$ cat config.mk
export PLATFORM = sky130hd
export DESIGN_NAME = light_manager_multi
export DESIGN_NICKNAME = d
export VERILOG_FILES = /design/src/rtl/light_manager_multi.sv
export SDC_FILE = /design/constraint.sdc
export NUM_CORES = 1
export LEC_CHECK = 0
export ABC_AREA = 1
export CAP_MARGIN = 20
export CORE_AREA = 2 2 123 125
export CTS_BUF_LIST = sky130_fd_sc_hd__clkbuf_2
export DETAILED_ROUTE_END_ITERATION = 16
export DIE_AREA = 0 0 125 127
export HOLD_SLACK_MARGIN = 0.1
export PLACE_DENSITY = 0.64
export SETUP_SLACK_MARGIN = 0.15
export SYNTH_ARGS = -nofsm -noshare
export SYNTH_HDL_FRONTEND = slang
export SYNTH_SLANG_ARGS = --single-unit
$ cat constraint.sdc
create_clock -name clk_i -period 5 [get_ports clk_i]
set_input_delay 1.5 -clock clk_i [delete_from_list [all_inputs] [get_ports clk_i]]
set_output_delay 1.5 -clock clk_i [all_outputs]
set_load 0.01 [all_outputs]
$ cat src/rtl/light_manager_multi.sv
// light_manager_multi: rotary-encoder brightness controller for N PWM LED channels.
// Encoder A/B and select button are synchronised, debounced, and decoded into
// UP/DOWN detent events that step the selected channel's duty with saturation.
// Optional macro LM_FADE_EN: PWM duty follows the stored duty by one step per
// PWM period instead of tracking it immediately.
module light_manager_multi #(
  parameter int unsigned CLOCK_FREQ_MHZ = 100,
  parameter int unsigned DELAY_IN_US    = 50,
  parameter int unsigned PWM_VALUE_SIZE = 8,
  parameter int unsigned BRIGHTNESS_INC = 5,
  parameter int unsigned N_CHANNELS     = 4,
  localparam int unsigned SEL_W = (N_CHANNELS > 1) ? $clog2(N_CHANNELS) : 1
) (
  input  logic                  clk_i,
  input  logic                  rst_n_i,
  input  logic                  a_i,
  input  logic                  b_i,
  input  logic                  sel_i,
  output logic [N_CHANNELS-1:0] leds_o,
  output logic [SEL_W-1:0]      ch_sel_o,
  output logic                  step_o
);

  localparam int unsigned DB_CYCLES = CLOCK_FREQ_MHZ * DELAY_IN_US;
  localparam int unsigned DB_W      = (DB_CYCLES > 1) ? $clog2(DB_CYCLES) : 1;
  localparam int unsigned W         = PWM_VALUE_SIZE;

  localparam logic [DB_W-1:0] DB_LAST  = DB_W'(DB_CYCLES - 1);
  localparam logic [W-1:0]    MAX      = '1;
  localparam logic [W-1:0]    CNT_LAST = MAX - 1'b1;
  localparam logic [W:0]      MAX_X    = {1'b0, MAX};
  localparam logic [W-1:0]    INC      = W'(BRIGHTNESS_INC);
  localparam logic [W:0]      INC_X    = (W+1)'(BRIGHTNESS_INC);
  localparam logic [SEL_W-1:0] SEL_LAST = SEL_W'(N_CHANNELS - 1);

  // Input bit order: 0 = A, 1 = B, 2 = SEL
  logic [2:0]      raw;
  logic [2:0]      sync1, sync2;
  logic [2:0]      db, db_d;
  logic [DB_W-1:0] db_cnt [3];
  logic [2:0]      fall;

  logic             up_ev, dn_ev, sel_ev;
  logic [SEL_W-1:0] ch_sel;
  logic [W-1:0]     duty     [N_CHANNELS];
  logic [W-1:0]     duty_out [N_CHANNELS];
  logic [W-1:0]     cur_duty;
  logic [W:0]       sum;
  logic [W-1:0]     new_duty;
  logic [W-1:0]     cnt;
  logic             wrap;

  assign raw = {sel_i, b_i, a_i};

  // Two-flop synchronisers, idle high
  always_ff @(posedge clk_i or negedge rst_n_i) begin
    if (!rst_n_i) begin
      sync1 <= '1;
      sync2 <= '1;
    end else begin
      sync1 <= raw;
      sync2 <= sync1;
    end
  end

  // Debounce: count cycles the synced value differs from the debounced value;
  // any return to the debounced value restarts the count.
  always_ff @(posedge clk_i or negedge rst_n_i) begin
    if (!rst_n_i) begin
      db   <= '1;
      db_d <= '1;
      for (int unsigned k = 0; k < 3; k++) db_cnt[k] <= '0;
    end else begin
      db_d <= db;
      for (int unsigned k = 0; k < 3; k++) begin
        if (sync2[k] == db[k]) begin
          db_cnt[k] <= '0;
        end else if (db_cnt[k] == DB_LAST) begin
          db[k]     <= sync2[k];
          db_cnt[k] <= '0;
        end else begin
          db_cnt[k] <= db_cnt[k] + 1'b1;
        end
      end
    end
  end

  // Event decode from debounced falling edges
  always_comb begin
    fall   = db_d & ~db;
    up_ev  = fall[0] & ~fall[1] & db[1];
    dn_ev  = fall[1] & ~fall[0] & db[0];
    sel_ev = fall[2];
  end

  // Saturating next duty for the currently selected channel
  always_comb begin
    cur_duty = '0;
    for (int unsigned k = 0; k < N_CHANNELS; k++) begin
      if (SEL_W'(k) == ch_sel) cur_duty = duty[k];
    end
    sum = {1'b0, cur_duty} + INC_X;
    if (up_ev) begin
      new_duty = (sum > MAX_X) ? MAX : sum[W-1:0];
    end else begin
      new_duty = (cur_duty < INC) ? '0 : cur_duty - INC;
    end
  end

  // Channel select, duty registers and step pulse; a same-cycle select
  // and detent update the duty of the previously selected channel.
  always_ff @(posedge clk_i or negedge rst_n_i) begin
    if (!rst_n_i) begin
      ch_sel <= '0;
      step_o <= 1'b0;
      for (int unsigned k = 0; k < N_CHANNELS; k++) duty[k] <= '0;
    end else begin
      step_o <= up_ev | dn_ev;
      if (sel_ev) ch_sel <= (ch_sel == SEL_LAST) ? '0 : ch_sel + 1'b1;
      for (int unsigned k = 0; k < N_CHANNELS; k++) begin
        if ((up_ev || dn_ev) && (SEL_W'(k) == ch_sel)) duty[k] <= new_duty;
      end
    end
  end

  assign ch_sel_o = ch_sel;

  // Shared PWM counter, period MAX cycles
  always_ff @(posedge clk_i or negedge rst_n_i) begin
    if (!rst_n_i) cnt <= '0;
    else          cnt <= wrap ? '0 : cnt + 1'b1;
  end

  assign wrap = (cnt == CNT_LAST);

`ifdef LM_FADE_EN
  // Fade: output duty steps one count toward the stored duty per PWM period
  always_ff @(posedge clk_i or negedge rst_n_i) begin
    if (!rst_n_i) begin
      for (int unsigned k = 0; k < N_CHANNELS; k++) duty_out[k] <= '0;
    end else if (wrap) begin
      for (int unsigned k = 0; k < N_CHANNELS; k++) begin
        if (duty_out[k] < duty[k])      duty_out[k] <= duty_out[k] + 1'b1;
        else if (duty_out[k] > duty[k]) duty_out[k] <= duty_out[k] - 1'b1;
      end
    end
  end
`else
  // No fade: compare directly against the stored duty
  always_comb begin
    for (int unsigned k = 0; k < N_CHANNELS; k++) duty_out[k] = duty[k];
  end
`endif

  // Registered PWM compare per channel
  always_ff @(posedge clk_i or negedge rst_n_i) begin
    if (!rst_n_i) begin
      leds_o <= '0;
    end else begin
      for (int unsigned k = 0; k < N_CHANNELS; k++) leds_o[k] <= (cnt < duty_out[k]);
    end
  end

endmodule
Figure 1. Drive-strength map (run 1).
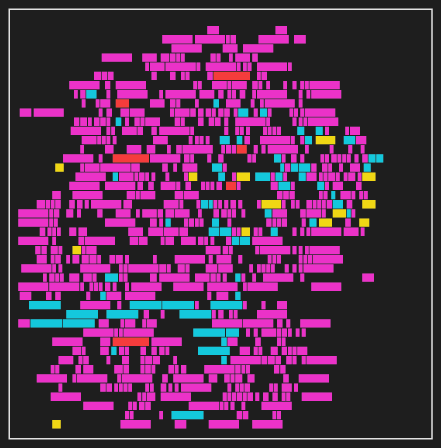
colour	size	cells
magenta	_0 and _1 cells	639
yellow	_3 and _4 cells	13
red	_6 and larger	6
cyan	_2 cells	60

Figure 2. Track usage over the die (run 1).
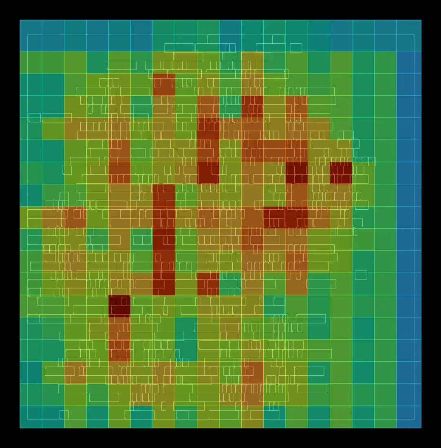
Final Core Density: 42.7%
met3 GRT Util: 2.39%
grt peak-use layer: met2

==> reports/highlights.md, run 1 <==
- 104 — Non-CTS inverters
- 0.0159 mm² — total die area
- sky130_fd_sc_hd__dfrtp_1 — most area-hungry cell type in the Yosys netlist
- 0 — antenna violations before repair
- flop to flop — Hold Crit Class
- 76 — pin count of the biggest net entering global routing
- 4,319 — vias in the first global route
- 1.12 ns — transition at the pin with the smallest max-transition slack
- 0 — Hold Vio Cnt, Final
- 0.377 ns — smallest hold slack
- 0.27 ns — clk slew on worst S/H paths
- 740 — post-synthesis net count
- 0.56 ns — later-pin clock latency in the skew report
- 0 — number of design rule violations left after detail routing
- finished clean — result of the run
- 11.0% — fraction of layout cells with a size suffix above 1
- ch_sel_o[0] — Reg2Reg Launch Point
- 0.396% — MUX share of area
- 127 µm — height of the chip
- 0 ns — sum of negative setup slack
- 11 — Clock buffer cells
- 0 — Detail Route Antenna Nets
- 4,399 — overall via count from detail_route
- 43.4% — Synth Seq Share
- 0 — GRT overflow
- 3 — CTS HTree Levels
- flop to flop — CP Class
- 322 — violation count after the first detailed-route iteration
- 0.00569 mm² — Netlist Area Pre-Place
- 5.50 ns — WP data required
- 98 — number of clock sinks
- duty[14] — Setup crit end
- 16.2% — total track usage
- 0.00569 mm² — area reported by Yosys stat
- 695 — ys cells
- sky130_fd_sc_hd__nand2_1, sky130_fd_sc_hd__inv_1, sky130_fd_sc_hd__dfrtp_1 — most used standard cells in the synthesized netlist
- 0 — number of enable-type register cells in the synthesized netlist
- 39.5% — Core Density at Floorplan
- 318 MHz — Fmax achieved
- flop — critical path capture point type
- 100% — proportion of register bits with asynchronous set or reset after synthesis
- 8.79% — area share of fa/ha/maj cells after synthesis
- 2.86 nW — leakage power total
- 9 — TritonCTS Buffers
- 0 — final tally of setup violations
- 0.00247 mm² — register cell area after layout
- 695 — Synth Instances
- duty[14] — Reg2Reg Capture Point
- 485 — combinational gates
- 10.0% — compound-gate portion of the synthesized area
- ch_sel_o[0] — timing startpoint of the critical path
- 184 — Tapcells
- 2.68% — clock-cell share of area
- 0.0198 ns — worst clock skew
- sky130_fd_sc_hd__nand2_1 — Yosys top cell by instances
- 32 — OpenROAD warning count
- 125 µm — horizontal die dimension
- flop — startpoint class of the critical path
- 12,000 µm — overall routed net length
- 0.0144 mm² — core outline area
- 25.0% — Worst slew margin
- simple AND/OR/NAND/NOR gates — largest non-sequential cell family by area
- 15 — Critical Path Fanout Max
- 0 — count of maximum capacitance violations
- 0.000133 V — IR drop worst, VDD
- 21,000 µm — wire length of the first global-routing pass
- 98 — number of sequential cells in the layout
- 3.15 ns — Period minus WS final
- 37.8% — proportion of netlist area held by the largest area contributor
- 9010 µm — post-detailed-placement half-perimeter wirelength
- 0 — count of hold-fix buffers inserted at cts
- 1.85 ns — worst reg2reg setup slack
- 0 — final max-slew violation count
- multi-input combinational cells — top cell category
- 44.8% — logic share of the area
- 4.88 — via-per-instance ratio
- 13 — Register-to-Register Path Depth
- 8.19 µm² — post-synthesis area per instance
- 13.3 µm — Routed WL per cell
- 40.1% — share of cell area taken by flip-flops and latches
- 1,467 — Filler cells
- 0 — synthesis warning total
- 8.18% — area overhead of the layout relative to synthesis
- yes — clock tree from TritonCTS
- sky130_fd_sc_hd__dfrtp_1, sky130_fd_sc_hd__nand2_1, sky130_fd_sc_hd__ha_1, sky130_fd_sc_hd__inv_1, sky130_fd_sc_hd__dfstp_2 — most area-consuming cells after synthesis
- 15 — Buffers excl. clock
- 2.92% — xor+xnor area frac
- 62.9% — share of the cycle needed by the critical path after routing
- 11 — number of buffers added on ports
- 0.00276 mm² — area of the multi-input gates
- 220 mW/mm² — PD cells
- sky130_fd_sc_hd__dfrtp_1 — ys flop type
- false — setup repair after global routing missed its margin
- 26.4% — yosys simple share
- sky130_fd_sc_hd__clkbuf_2 — clk root buf
- 5 — DR pass1 iterations
- 44 — standard-cell row count
- 0 — antenna diode count
- 45 — Unique masters post-synth
- 0 — postcts setup bufs
- 98 — post-synthesis sequential element count
- 758 — layout net count
- 3.65 ns — data arrival time of the worst path
- 2 — deepest clock path buffer count
- 0 — number of resized instances in the post-cts repair step
- 0.881 — gpl congestion
- 12 — boundary pin count
- 2.24% — Layout non-clock buf frac
Figure 3. Sequential cells grouped by signal name (run 1).
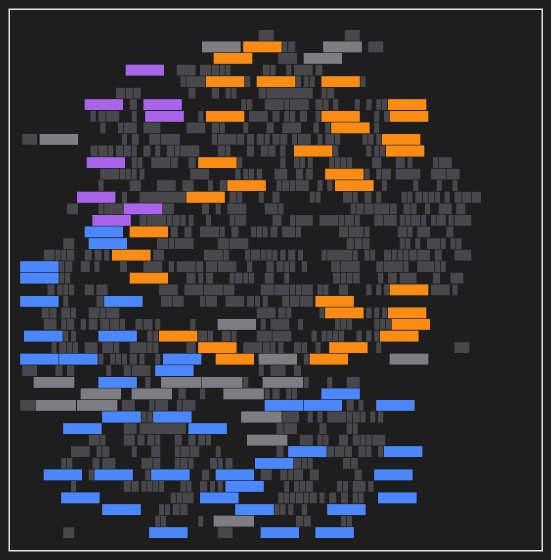
colour	name in the netlist	flops
orange	`duty`	32
purple	`cnt`	8
blue	`db_cnt`	39
not coloured	19

Figure 4. Local utilization (run 1).
12 x 13 tiles, from black (low) to pale yellow (high), 0 to 100% covered.
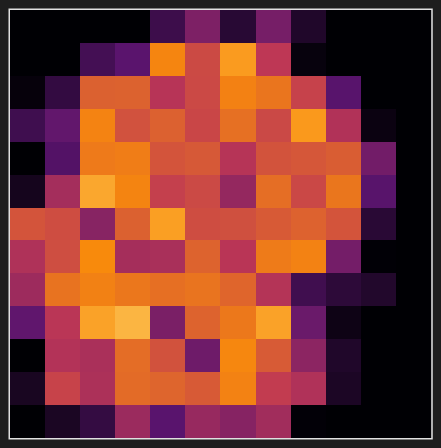
mean over tiles	37%
tiles over 75% full	4.5%
emptiest ninth of the die	bottom right
fullest tile	84%
nearly empty tiles	22%

==> run 1: logic make-up after synthesis <==
family	count (synthesis)
AND/OR/NAND/NOR	330
adder cells (fa/ha/maj)	40
multiplexers	2
flip-flops	98
XOR/XNOR	19
buffers and inverters	112
AND-OR/OR-AND	94
==> run 1: cells in the final DEF (no fill, tap or decap), types with 12 or more instances in the layout <==
master and n:
sky130_fd_sc_hd__ha_1 40, sky130_fd_sc_hd__a21oi_1 34, sky130_fd_sc_hd__o21ai_0 15, sky130_fd_sc_hd__nand2_1 151, sky130_fd_sc_hd__nor3_1 21, sky130_fd_sc_hd__nor2_1 67
sky130_fd_sc_hd__o21ai_1 15, sky130_fd_sc_hd__dfrtp_1 86, sky130_fd_sc_hd__nand2_2 16, sky130_fd_sc_hd__nand3_1 36, sky130_fd_sc_hd__dfstp_2 12, sky130_fd_sc_hd__xor2_1 18
sky130_fd_sc_hd__inv_1 98
==> run 1: sequential cells by signal (all words and copies together) (netlist names) <==
register,count
sync2,3
sync1,3
cnt,8
db_d,3
db,3
ch_sel_o,2
duty,32
db_cnt,39
step_o,1
leds_o,4
==> run 1: critical path, stage by stage, from the launching register on <==
cell and delay [ns]:
sky130_fd_sc_hd__dfrtp_1 0.48, sky130_fd_sc_hd__inv_1 0.14, sky130_fd_sc_hd__ha_1 0.58, sky130_fd_sc_hd__a21oi_2 0.17
sky130_fd_sc_hd__a21oi_4 0.28, sky130_fd_sc_hd__inv_1 0.07, sky130_fd_sc_hd__ha_1 0.21, sky130_fd_sc_hd__or2_4 0.27
sky130_fd_sc_hd__nand4_1 0.12, sky130_fd_sc_hd__and2_1 0.33, sky130_fd_sc_hd__nand2_2 0.11, sky130_fd_sc_hd__o211ai_2 0.13
sky130_fd_sc_hd__nand2_1 0.09, sky130_fd_sc_hd__o21ai_1 0.11
==> run 1: metal layers <==
| layer | global-route usage, % | routed length (µm) |
|---|---|---|
| met1 | 23.9 | 6190 |
| met5 | 0 | 0 |
| met2 | 24.3 | 5060 |
| met3 | 2.39 | 507 |
| met4 | 6.08 | 267 |
==> run 1: worst min-delay path by stage <==
| stage | from | endpoint | slack, ns | cells past startpoint |
|---|---|---|---|---|
| after floorplan | sync1[0] | sync2[0] | 0.35 | 0 |
| after global placement | sync1[2] | sync2[2] | 0.35 | 0 |
| after detailed placement | sync1[2] | sync2[2] | 0.35 | 0 |
| after CTS | sync1[2] | sync2[2] | 0.38 | 0 |
| after global routing | sync1[0] | sync2[0] | 0.38 | 0 |
| final | sync1[2] | sync2[2] | 0.38 | 0 |
==> run 1: stage by stage <==
stage               util [%]  cells  power, mW  area, µm²  setup WS, ns
floorplan                  -    695      0.838       5690          2.49
finish                  42.7    902       1.35       6160          1.85
global placement        41.5    886      0.863       5990          1.95
detailed placement      41.5    886      0.863       5990          1.93
CTS                     42.7    902       1.37       6160          1.81
global route            42.7    902       1.41       6160          1.59
==> run 1: report_power, final <==
group | internal (mW) | switching [mW]
clock network | 0.225 | 0.279
registers | 0.805 | 0.00626
logic | 0.0104 | 0.0274
Figure 5. Placement by cell class (run 1).
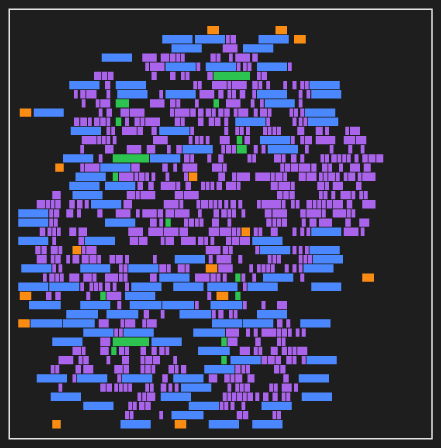

==> run 2: changes to the inputs <==
- PLACE_DENSITY: 0.64 -> 0.66
- clock period: 5 -> 2.6 ns (I/O delays scaled with it)
Figure 6. Placement by cell class (run 2).
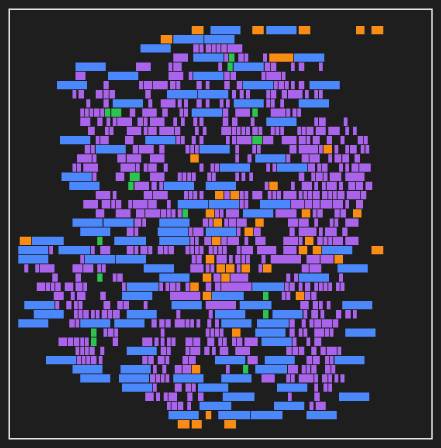
colour	class	cells	share of their area
orange	other buffers and delay cells	41	5.5%
green	clock drivers and dummy loads	16	1.5%
purple	combinational and other logic	589	53%
blue	flops	98	40%

==> run 2 against run 1 <==
Net effect: setup slack got worse by 1.8 ns; synthesized area did not move; synthesized cell count did not move; combinational power rose by 110%; clock skew rose by 0.024 ns; first-iteration DRC count rose by 1.6%; final cell count rose by 2.9%; die size did not move; utilization rose by 1.9 points; register-to-register slack got worse by 1.8 ns; highest routed layer unchanged.
==> reports/highlights.md, run 2 <==
- finished clean — result of the run
- 13.1% — area overhead of the layout relative to synthesis
- 29.2% — clock network fraction of total power, -8.1 points
- sky130_fd_sc_hd__dfrtp_1 — ys flop type
- 9100 µm — post-detailed-placement half-perimeter wirelength, +0.98%
- 0 — antenna violations before repair, unchanged
- 902 — number of cells after detailed placement, +1.8%
- db_cnt x39, duty x32, cnt x8 — top flop regs
- 12,100 µm — overall routed net length, +0.28%
- 0 — synthesis warning total, unchanged
- 37.8% — proportion of netlist area held by the largest area contributor, unchanged
- 0 — Hold Vio Cnt, Final, unchanged
- 98.4% — share of the cycle needed by the critical path after routing, +36 points
- 15.8% — total track usage, -0.40 points
- 0.00644 mm² — cell area after layout, +4.6%
- 4 — Critical Path Fanout Max, -11
- 0 — count of maximum capacitance violations, unchanged
- 9 — TritonCTS Buffers, unchanged
- 59 — pin count of the biggest net entering global routing, -22%
- 0 — number of design rule violations left after detail routing, unchanged
- sky130_fd_sc_hd__nand2_1 — most used logic cell in the final layout
- 0 ns — sum of negative setup slack, unchanged
- 609 µW — Switch Pwr, +95%
- sky130_fd_sc_hd__nand2_1, sky130_fd_sc_hd__inv_1, sky130_fd_sc_hd__dfrtp_1, sky130_fd_sc_hd__nor2_1, sky130_fd_sc_hd__ha_1 — Top Layout Cells
- db_cnt — register ranked first by flip-flop count
- 4 — DR pass1 iterations, -1
- 39.5% — Core Density at Floorplan, unchanged
- 3.04 ns — data arrival time of the worst path, -0.61 ns
- ch_sel_o[0] — Reg2Reg Launch Point
- true — setup repair after global routing missed its margin
- sky130_fd_sc_hd__nand2_1 — Yosys top cell by instances
- 34 — OpenROAD warning count, +6.3%
- 2 — deepest clock path buffer count, unchanged
- 0.30 ns — clk slew on worst S/H paths, +0.03 ns
- 0 — GRT overflow, unchanged
- sky130_fd_sc_hd__clkbuf_2 — clk root buf
- 8.19 µm² — post-synthesis area per instance, unchanged
- 0 — final tally of setup violations, unchanged
- 2.99 nW — leakage power total, +4.6%
- 3 — CTS HTree Levels, unchanged
- 0.852 — gpl congestion, -3.3%
- 695 — ys cells, unchanged
- duty[24] — Reg2Reg Capture Point
- sky130_fd_sc_hd__nand2_1, sky130_fd_sc_hd__inv_1, sky130_fd_sc_hd__dfrtp_1 — most used standard cells in the synthesized netlist
- 928 — final standard cell count with taps included and fillers excluded, +2.9%
- 360 mW/mm² — PD cells, +64%
- ch_sel_o[0] — timing startpoint of the critical path
- 67.3% — proportion of power drawn by flip-flops and latches, +7.3 points
- 127 µm — height of the chip, unchanged
- 0.04 ns — worst reg2reg setup slack, -1.81 ns
- 13 — Register-to-Register Path Depth, unchanged
- 13.0 µm — Routed WL per cell, -2.5%
- 391 MHz — Fmax achieved, +23%
- flop to flop — Hold Crit Class
- 4,515 — overall via count from detail_route, +2.6%
- 0.00613 mm² — instance area at placement, +2.4%
- 12 — boundary pin count, unchanged
- 0.00569 mm² — area reported by Yosys stat, unchanged
- 0.593 ns — transition at the pin with the smallest max-transition slack, -0.528 ns
- 740 — post-synthesis net count, unchanged
- duty[24] — Setup crit end
- 0.0144 mm² — core outline area, unchanged
- 0.00569 mm² — Netlist Area Pre-Place, unchanged
- flop — startpoint class of the critical path
- 60.0% — Worst slew margin, +35 points
- 20,400 µm — wire length of the first global-routing pass, -3.1%
- 784 — layout net count, +3.4%
- 0.63 ns — later-pin clock latency in the skew report, +0.07 ns
- 43.4% — Synth Seq Share, unchanged
- 3.09 ns — WP data required, -2.41 ns
- 0 — Detail Route Antenna Nets, unchanged
- 2.32 mW — total power consumption of the routed design, +71%
- 0 — final max-slew violation count, unchanged
- 0 — number of enable-type register cells in the synthesized netlist, unchanged
- 26.3% — switching fraction of total power, +3.2 points
- 695 — Synth Instances, unchanged
- 11 — number of buffers added on ports, unchanged
- 0.0437 ns — worst clock skew, +0.0238 ns
- flop to flop — CP Class
- sky130_fd_sc_hd__dfrtp_1, sky130_fd_sc_hd__nand2_1, sky130_fd_sc_hd__ha_1, sky130_fd_sc_hd__inv_1, sky130_fd_sc_hd__dfstp_2 — most area-consuming cells after synthesis
- 39 — flip-flop count of the largest register, all copies and words added, unchanged
- 17.5% — fraction of layout cells with a size suffix above 1, +6.5 points
- 44 — standard-cell row count, unchanged
- 4.87 — via-per-instance ratio, -0.24%
- 125 µm — horizontal die dimension, unchanged
- yes — clock tree from TritonCTS
- 98 — post-synthesis sequential element count, unchanged
- sky130_fd_sc_hd__dfrtp_1 — most area-hungry cell type in the Yosys netlist
- 45 — Unique masters post-synth, unchanged
- 3.4% — relative contribution of combinational cells to total power, +0.6 points
- 0.0159 mm² — total die area, unchanged
- 1.71 mW — internal cell power, +64%
- 327 — violation count after the first detailed-route iteration, +1.6%
- flop — critical path capture point type
- 100% — proportion of register bits with asynchronous set or reset after synthesis, unchanged
- 0.376 ns — smallest hold slack, -0.000242 ns
- 98 — number of clock sinks, unchanged
- 2.56 ns — Period minus WS final, -0.587 ns
- 0.000214 V — IR drop worst, VDD, +60%
- 0 — antenna diode count, unchanged
- 4,189 — vias in the first global route, -3.0%
Figure 7. Sequential cells grouped by signal name (run 2).
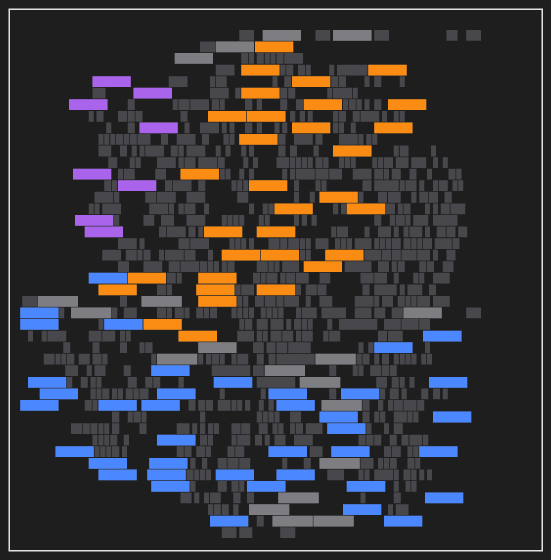
colour	name in the netlist	flops
blue	`db_cnt`	39
purple	`cnt`	8
orange	`duty`	32
share of cell area taken by flip-flops and latches: 38.3%
Sequential Power: 1.56 mW

==> run 2: cell counts after synthesis <==
No cell type changed its count.
==> run 2: repair_timing <==
action / in CTS / in global routing
endpoints found under the setup margin: 34 / 32
buffers inserted: 5 / 4
hold endpoints to repair: 10 / 0
gates resized: 29 / 10
pin swaps: 16 / 5
hold buffers: 1 / 0
==> run 2: worst min-delay path by stage <==
| stage | depth (start not counted) | start | slack [ns] | end |
|---|---|---|---|---|
| 5_1_grt | 0 | sync1[0] | 0.37 | sync2[0] |
| 4_1_cts | 0 | sync1[2] | 0.38 | sync2[2] |
| 6_report | 0 | sync1[2] | 0.38 | sync2[2] |
| 3_5_place_dp | 0 | sync1[1] | 0.35 | sync2[1] |
| 2_1_floorplan | 0 | sync1[0] | 0.35 | sync2[0] |
| 3_3_place_gp | 0 | sync1[2] | 0.35 | sync2[2] |
==> run 2: logic make-up after synthesis <==
kind of cell / Yosys count / synth area share (%)
and+or+nand+nor: 330 / 26.4
buffers and inverters: 112 / 8.13
DFF: 98 / 43.4
AOI/OAI and AO/OA: 94 / 10.0
adders and majority gates: 40 / 8.79
xor gates and xnor gates: 19 / 2.92
muxes: 2 / 0.396
==> run 2: routing by layer <==
metal  share of wire [%]  global-route usage (%)  vias to the layer above
met5                   0                       0                        -
met4                 2.1                    6.54                        0
met3                 3.0                    2.09                       18
met2                  45                    24.6                       48
met1                  50                    22.5                     2111
li1                    -                       -                     2338
==> run 2: critical path: stages (launching register included) <==
cell	delay (ns)
sky130_fd_sc_hd__dfrtp_2	0.51
sky130_fd_sc_hd__inv_4	0.07
sky130_fd_sc_hd__ha_4	0.17
sky130_fd_sc_hd__buf_4	0.12
sky130_fd_sc_hd__buf_4	0.13
sky130_fd_sc_hd__nand2_1	0.12
sky130_fd_sc_hd__o21ai_0	0.10
sky130_fd_sc_hd__nand2_1	0.07
sky130_fd_sc_hd__o21ai_1	0.15
sky130_fd_sc_hd__nor2_1	0.16
sky130_fd_sc_hd__nand4_1	0.15
sky130_fd_sc_hd__buf_4	0.16
sky130_fd_sc_hd__o21ai_1	0.34
sky130_fd_sc_hd__a31oi_1	0.16
==> run 2: layout make-up <==
type | count | area [µm²]
repair buffers | 41 | 342
well taps | 184 | 230
clock buffers | 10 | 50.0
fillers | 1413 | 7990
multi-input cells | 485 | 2910
flip-flops and latches | 98 | 2470
clock inverters | 6 | 41.3
inverters | 104 | 400
==> run 2: per-stage QoR <==
step | setup slack [ns] | utilization, %
floorplan | 0.163 | -
global placement | -0.0648 | 42.5
detailed placement | -0.0982 | 42.5
CTS | 0.0732 | 44.1
global route | -0.171 | 44.6
finish | 0.0407 | 44.6
==> run 2: power groups by stage <==
stage	clock [mW]	combinational (mW)	sequential, mW
CTS	0.710	0.0827	1.56
detailed placement	0	0.0813	1.58
global route	0.772	0.0935	1.56
finish	0.677	0.0789	1.56
floorplan	0	0.0304	1.58
global placement	0	0.0804	1.58
Figure 8. Track usage over the die (run 2).
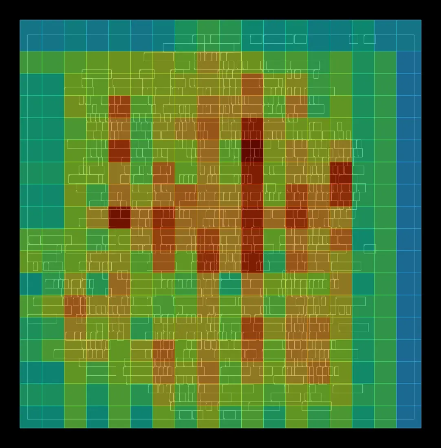

==> run 3: changes to the inputs <==
- RECOVER_POWER: unset -> 50
Figure 9. Track usage over the die (run 3).
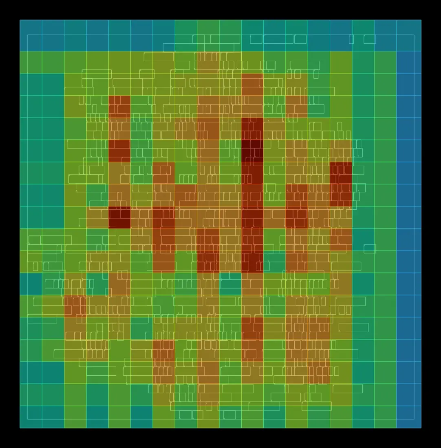
routing usage on met1: 22.5%
total track usage: 15.8%
met2 Usage GRT: 24.6%

==> run 3 against run 2 <==
Net effect: sequential cell count stayed put; highest routed layer unchanged; hold slack hardly changed; largest cell class unchanged; total power is 0.11% lower; utilization is 0.13 points lower; register-to-register slack hardly changed; wire length is 0.12% higher; critical path type unchanged; global-route usage stayed put.
==> reports/highlights.md, run 3 <==
- 12 — boundary pin count, unchanged
- 0 — Hold Vio Cnt, Final, unchanged
- 3.2% — relative contribution of combinational cells to total power, -0.2 points
- 46.9% — Worst slew margin, -13 points
- 740 — post-synthesis net count, unchanged
- 695 — ys cells, unchanged
- db_cnt — register ranked first by flip-flop count
- 100% — proportion of register bits with asynchronous set or reset after synthesis, unchanged
- 4 — DR pass1 iterations, unchanged
- 12.8% — area overhead of the layout relative to synthesis
- 0 — Detail Route Antenna Nets, unchanged
- 360 mW/mm² — PD cells, +0.18%
- 6010 µm — routed metal-1 wirelength, +0.55%
- 45 — Unique masters post-synth, unchanged
- -0.0982 ns — Place WS, unchanged
- 390 MHz — Fmax achieved, -0.18%
- 98 — post-synthesis sequential element count, unchanged
- 67.4% — proportion of power drawn by flip-flops and latches, about the same
- 9 — TritonCTS Buffers, unchanged
- 0.51 ns — largest stage delay on the critical path, about the same
- sky130_fd_sc_hd__dfrtp_1 — most area-hungry cell type in the Yosys netlist
- flop — startpoint class of the critical path
- 0.797 ns — transition at the pin with the smallest max-transition slack, +0.205 ns
- yes — clock tree from TritonCTS
- 0.0440 ns — worst clock skew, +0.000319 ns
- 0 — final max-slew violation count, unchanged
- 0.00613 mm² — instance area at placement, unchanged
- 0.0144 mm² — core outline area, unchanged
- 1,417 — Filler cells, +0.28%
- 0 — synthesis warning total, unchanged
- 17.2% — fraction of layout cells with a size suffix above 1, -0.27 points
- flop to flop — CP Class
- 20,400 µm — wire length of the first global-routing pass, unchanged
- 44 — standard-cell row count, unchanged
- 39.5% — Core Density at Floorplan, unchanged
- sky130_fd_sc_hd__nand2_1 — Yosys top cell by instances
- 11 — number of buffers added on ports, unchanged
- met4 — Top Layer Used
- 4 — buffers plus inverters on the worst setup path, unchanged
- ch_sel_o[0] — Reg2Reg Launch Point
- AND-OR/OR-AND gates — largest delay contributor family on the critical path
- 8.19 µm² — post-synthesis area per instance, unchanged
- 0.00569 mm² — Netlist Area Pre-Place, unchanged
- flop — critical path capture point type
- 784 — layout net count, unchanged
- 4,189 — vias in the first global route, unchanged
- 0 — number of enable-type register cells in the synthesized netlist, unchanged
- db_cnt x39, duty x32, cnt x8 — top flop regs
- 0.000214 V — IR drop worst, VDD, about the same
- true — setup repair after global routing missed its margin
- 0.30 ns — clk slew on worst S/H paths, about the same
- sky130_fd_sc_hd__nand2_1, sky130_fd_sc_hd__inv_1, sky130_fd_sc_hd__dfrtp_1 — most used standard cells in the synthesized netlist
- 0.852 — gpl congestion, unchanged
- 0 — number of design rule violations left after detail routing, unchanged
- flop to flop — Hold Crit Class
- 329 — violation count after the first detailed-route iteration, +0.61%
- 0 — antenna violations before repair, unchanged
- 383 µm — Met3 Routed Length, +5.5%
- finished clean — result of the run
- 0.0159 mm² — total die area, unchanged
- 0 — cell depth of the worst min-delay path, unchanged
- 5420 µm — met2 wire length, -0.75%
- 4,516 — overall via count from detail_route, +0.022%
- 0 — GRT overflow, unchanged
- sky130_fd_sc_hd__nand2_1 — most used logic cell in the final layout
- sky130_fd_sc_hd__dfrtp_1, sky130_fd_sc_hd__nand2_1, sky130_fd_sc_hd__ha_1, sky130_fd_sc_hd__inv_1, sky130_fd_sc_hd__dfstp_2 — most area-consuming cells after synthesis
- 0.0360 ns — Worst Slack Setup Final, -0.00469 ns
- 0 — count of maximum capacitance violations, unchanged
- 3 — CTS HTree Levels, unchanged
- duty[24] — Reg2Reg Capture Point
- sky130_fd_sc_hd__nand2_1, sky130_fd_sc_hd__inv_1, sky130_fd_sc_hd__dfrtp_1, sky130_fd_sc_hd__nor2_1, sky130_fd_sc_hd__ha_1 — Top Layout Cells
- 2 — deepest clock path buffer count, unchanged
- 0 — antenna diode count, unchanged
- 0.00569 mm² — area reported by Yosys stat, unchanged
- 13.0 µm — Routed WL per cell, +0.12%
- 127 µm — height of the chip, unchanged
- sky130_fd_sc_hd__dfrtp_2 — critical path's slowest cell
- sync1[2] — hold_sp
- 43.4% — Synth Seq Share, unchanged
- 2.56 ns — Period minus WS final, +0.00469 ns
- 0 — final tally of setup violations, unchanged
- 12,100 µm — overall routed net length, +0.12%
- 125 µm — horizontal die dimension, unchanged
- 695 — Synth Instances, unchanged
- 13 — Register-to-Register Path Depth, unchanged
- 98 — number of clock sinks, unchanged
- 0.04 ns — worst reg2reg setup slack, about the same
- 0.00642 mm² — cell area after layout, -0.29%
- 2.98 nW — leakage power total, -0.27%
- 37.8% — proportion of netlist area held by the largest area contributor, unchanged
- 4 — Critical Path Fanout Max, unchanged
- 3.09 ns — WP data required, about the same
- 59 — pin count of the biggest net entering global routing, unchanged
- 29.4% — clock network fraction of total power, +0.2 points
- sky130_fd_sc_hd__buf_4 — cell mode on critical path
- 39 — flip-flop count of the largest register, all copies and words added, unchanged
- 4.87 — via-per-instance ratio, about the same
Figure 10. Sequential cells grouped by signal name (run 3).
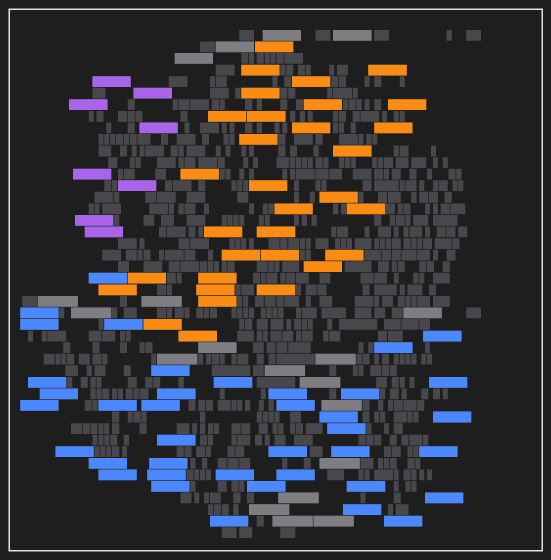
colour	name in the netlist	flops
blue	`db_cnt`	39
purple	`cnt`	8
orange	`duty`	32
not coloured	19

==> run 3: worst max-delay path by stage <==
stage | from | to | cells past startpoint
2_1_floorplan | ch_sel_o[0] | duty[2] | 19
3_3_place_gp | ch_sel_o[0] | duty[29] | 21
3_5_place_dp | ch_sel_o[0] | duty[5] | 21
4_1_cts | ch_sel_o[0] | duty[29] | 21
5_1_grt | ch_sel_o[0] | duty[29] | 18
6_report | ch_sel_o[0] | duty[24] | 13
==> run 3: worst register-to-register path, cell delays in order (launching register included) <==
cell and delay (ns):
sky130_fd_sc_hd__dfrtp_2 0.51, sky130_fd_sc_hd__inv_4 0.07, sky130_fd_sc_hd__ha_4 0.17, sky130_fd_sc_hd__buf_4 0.12
sky130_fd_sc_hd__buf_4 0.13, sky130_fd_sc_hd__nand2_1 0.12, sky130_fd_sc_hd__o21ai_0 0.10, sky130_fd_sc_hd__nand2_1 0.07
sky130_fd_sc_hd__o21ai_1 0.15, sky130_fd_sc_hd__nor2_1 0.16, sky130_fd_sc_hd__nand4_1 0.15, sky130_fd_sc_hd__buf_4 0.16
sky130_fd_sc_hd__o21ai_1 0.35, sky130_fd_sc_hd__a31oi_1 0.16
==> run 3: routing by layer <==
layer,vias up,global-route usage (%)
li1,2340,-
met1,2104,22.5
met2,54,24.6
met3,18,2.09
met4,0,6.54
met5,-,0
==> run 3: through the flow <==
step           hold slack [ns]  TNS, ns  total power, mW  std cells  util [%]
6_report                 0.376        0             2.31        928      44.5
5_1_grt                  0.375    -2.67             2.42        928      44.5
4_1_cts                  0.376        0             2.35        924      44.1
3_5_place_dp             0.347    -1.16             1.67        902      42.5
3_3_place_gp             0.346   -0.696             1.66        902      42.5
2_1_floorplan            0.345        0             1.61        695         -
==> run 3: power groups by stage <==
stage / clock, mW / combinational [mW] / sequential, mW
global route: 0.772 / 0.0884 / 1.56
detailed placement: 0 / 0.0813 / 1.58
floorplan: 0 / 0.0304 / 1.58
CTS: 0.710 / 0.0827 / 1.56
finish: 0.679 / 0.0742 / 1.56
global placement: 0 / 0.0804 / 1.58
==> run 3: repair_timing <==
item | in CTS | in global routing
pin swaps | 16 | 5
endpoints found under the setup margin | 34 | 32
cloned | 0 | 0
endpoints found under the hold margin | 10 | 0
gates resized | 29 | 10
buffers inserted | 5 | 4
hold buffers | 1 | 0
==> run 3: final cells by class <==
type / instances / area [µm²] / area share, %
multi-input cells: 485 / 2910 / 45.3
flip-flops and latches: 98 / 2470 / 38.5
inverters: 104 / 400 / 6.24
repair buffers: 41 / 323 / 5.03
well taps: 184 / 230 / 3.59
clock buffers: 10 / 50.0 / 0.780
clock inverters: 6 / 41.3 / 0.643
==> run 3: cells by family after synthesis <==
kind of cell | after synthesis | share of synthesized area, %
mux | 2 | 0.396
xor+xnor | 19 | 2.92
flops | 98 | 43.4
fa+ha+maj | 40 | 8.79
compound gates | 94 | 10.0
buf+inv | 112 | 8.13
simple gates | 330 | 26.4
Power and IR drop assume default switching activity.
